==> config.mk <==
export PLATFORM = sky130hd
export DESIGN_NAME = instr_decode_stage
export DESIGN_NICKNAME = d
export VERILOG_FILES = /design/src/rtl/decode_pkg.sv /design/src/rtl/instr_decode_stage_decoder.sv /design/src/rtl/instr_decode_stage.sv
export SDC_FILE = /design/constraint.sdc
export NUM_CORES = 1
export LEC_CHECK = 0
export ABC_AREA = 1
export ABC_CLOCK_PERIOD_IN_PS = 2810
export CAP_MARGIN = 20
export CORE_ASPECT_RATIO = 1.5
export CORE_MARGIN = 4
export CORE_UTILIZATION = 35
export CTS_CLUSTER_SIZE = 8
export DETAILED_ROUTE_END_ITERATION = 10
export PLACE_DENSITY = 0.64
export SYNTH_ARGS = -nofsm -noshare
export SYNTH_HDL_FRONTEND = slang
export SYNTH_SLANG_ARGS = --single-unit
export TNS_END_PERCENT = 1
==> constraint.sdc <==
create_clock -name clk -period 2.81 [get_ports clk]
set_clock_uncertainty 0.2 [all_clocks]
set_input_delay 0.562 -clock clk [delete_from_list [all_inputs] [get_ports clk]]
set_output_delay 0.562 -clock clk [all_outputs]
set_load 0.01 [all_outputs]
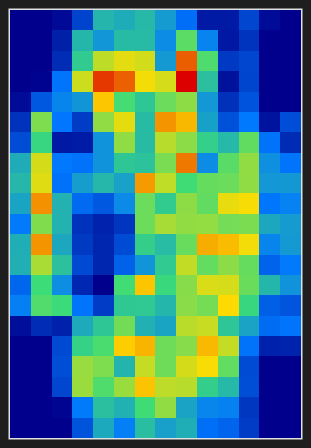
Fig. 1. Wire density map.
The die is cut into 14 by 21 equal tiles; dark blue is low, red is high, scaled to the fullest tile. Values are wire area over tile area, all layers added.
tiles over half the peak	32%
mean over tiles	0.15
nearly empty tiles	13%
total wire length: 26100 um
WL/cell: 16.7 um
All-Layer GR Usage: 0.175

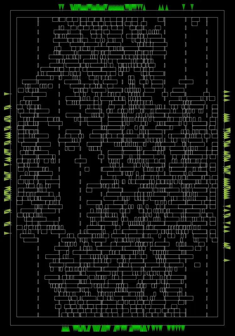
Fig. 2. Cell placement.
Tap Cells: 333
row count: 72
fill count: 2475
core footprint: 25800 sq um
Seq area share: 0.417

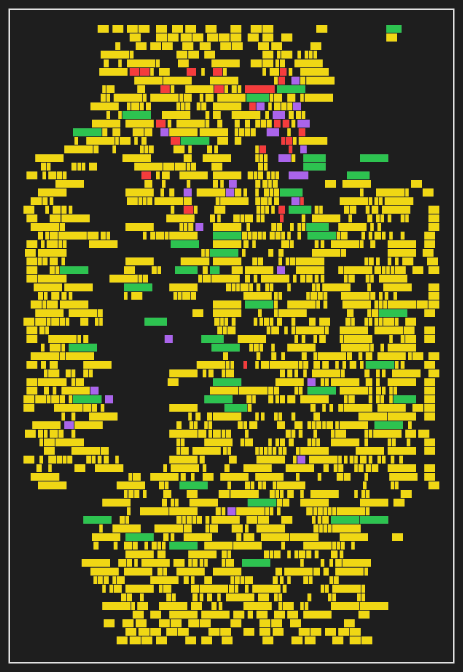
Fig. 3. Cells by drive strength.
size	color	cells	share
drive 1 or less	yellow	1139	93%
drive 6 and up	green	43	3.5%
drive 3 to 4	purple	23	1.9%
drive 2	red	25	2.0%
P&R area growth vs syn: 32.7%
final worst slack: 428 ps
fin area: 12100 sq um
Non-CTS buffers: 224

==> flow_summary.toml <==
# implementation run metrics
[outcome]
status = "complete, no violations"

[global_routing]
grt_overflow = 0
grt_antenna_before_repair = 0
grt_pass1_wl_um = 41300

[route]
drc = 0

[final_layout]
post-route-util = 0.471
antenna_cells = 0
fin_cells = 1563
drive_gt1_frac = 0.0740
mostFrequentLayoutCells = "nand2_1 (336), dfrtp_1 (201), clkdlybuf4s50_1 (194)"

[logic_synthesis]
top_area_frac = 0.551
syn_avg_cell_area_sq_um = 8.65
edf_count = 0
synthTopCellsByArea = "dfrtp_1 (55%), nand2_1 (14%), o21ai_0 (6.1%)"
yosysCellCount = 1056
dominantRegCellSynth = "dfrtp_1"

[critical_path]
crit_fanout = 4
crit_buf_inv = 1
r2r_setup_slack_ps = 690
cp_top_family = "flip-flops"
cp.arrival_ps = 1620
critPathKind = "flip-flop to output port"
start_kind = "flip-flop"
path_cells = "clkdlybuf4s50_1"

[cts]
cts_buffers = 29
cts_max_level = 1
clock.latency.late_pin_ps = 520
clkSlewWorstSetupHoldPaths_ps = 50
cts.sinks = 202

[run]
warnings = 26

[final_timing]
finalCritPeriodShare = 0.848
fmax_mhz = 420
tightest_slew_ps = 495

[floorplan]
dieArea_sq_um = 28800
die_h_um = 206

[min_path]
hold_depth = 2

[power_and_ir_drop]
p_leak_nw = 5.54
[cell type report]
type,instances,area share
well taps,333,0.0344
repair buffers,224,0.192
clock buffers,40,0.0633
multi-input cells,676,0.265
flip-flops and latches,202,0.417
clock inverters,2,0.00144
inverters,86,0.0268
[metrics by stage]
| stage | instance area (sq um) | power, mW |
|---|---|---|
| floorplan | 9140 | 4.39 |
| global placement | 11300 | 5.41 |
| detailed placement | 11300 | 5.43 |
| CTS | 12100 | 8.55 |
| global route | 12100 | 8.84 |
| finish | 12100 | 8.43 |
[cells in the mapped netlist, types with 2 or more instances]
cell type,number
nor3_1,2
inv_2,4
o22ai_1,37
a21boi_0,8
nor2_1,34
o21ai_0,112
buf_2,31
nand2_2,4
nand3_1,45
a21boi_1,4
o21ai_1,14
clkbuf_1,18
buf_4,37
a22oi_1,45
nor2_2,5
dfrtp_1,201
inv_1,81
nand2_1,337
buf_6,4
o211ai_1,3
a21oi_1,8
o21ai_2,10
[per-layer routing]
| metal | vias up | GRT usage | share of wire |
|---|---|---|---|
| met5 | - | 0 | 0 |
| met4 | 0 | 0.0613 | 0.030 |
| met3 | 50 | 0.0329 | 0.056 |
| met2 | 237 | 0.306 | 0.51 |
| met1 | 3782 | 0.217 | 0.41 |
| li1 | 3748 | - | - |
[power by group]
part           internal (mW)  switching, mW
logic                  0.901           1.04
registers               3.22          0.201
clock network           1.86           1.21
[cell families after synthesis]
kind of cell,share of synthesized area
buffers and inverters,0.0963
AND-OR/OR-AND,0.160
flip-flops,0.553
AND/OR/NAND/NOR,0.190
Power figures rest on the tool's default switching activity, not on a simulated workload.
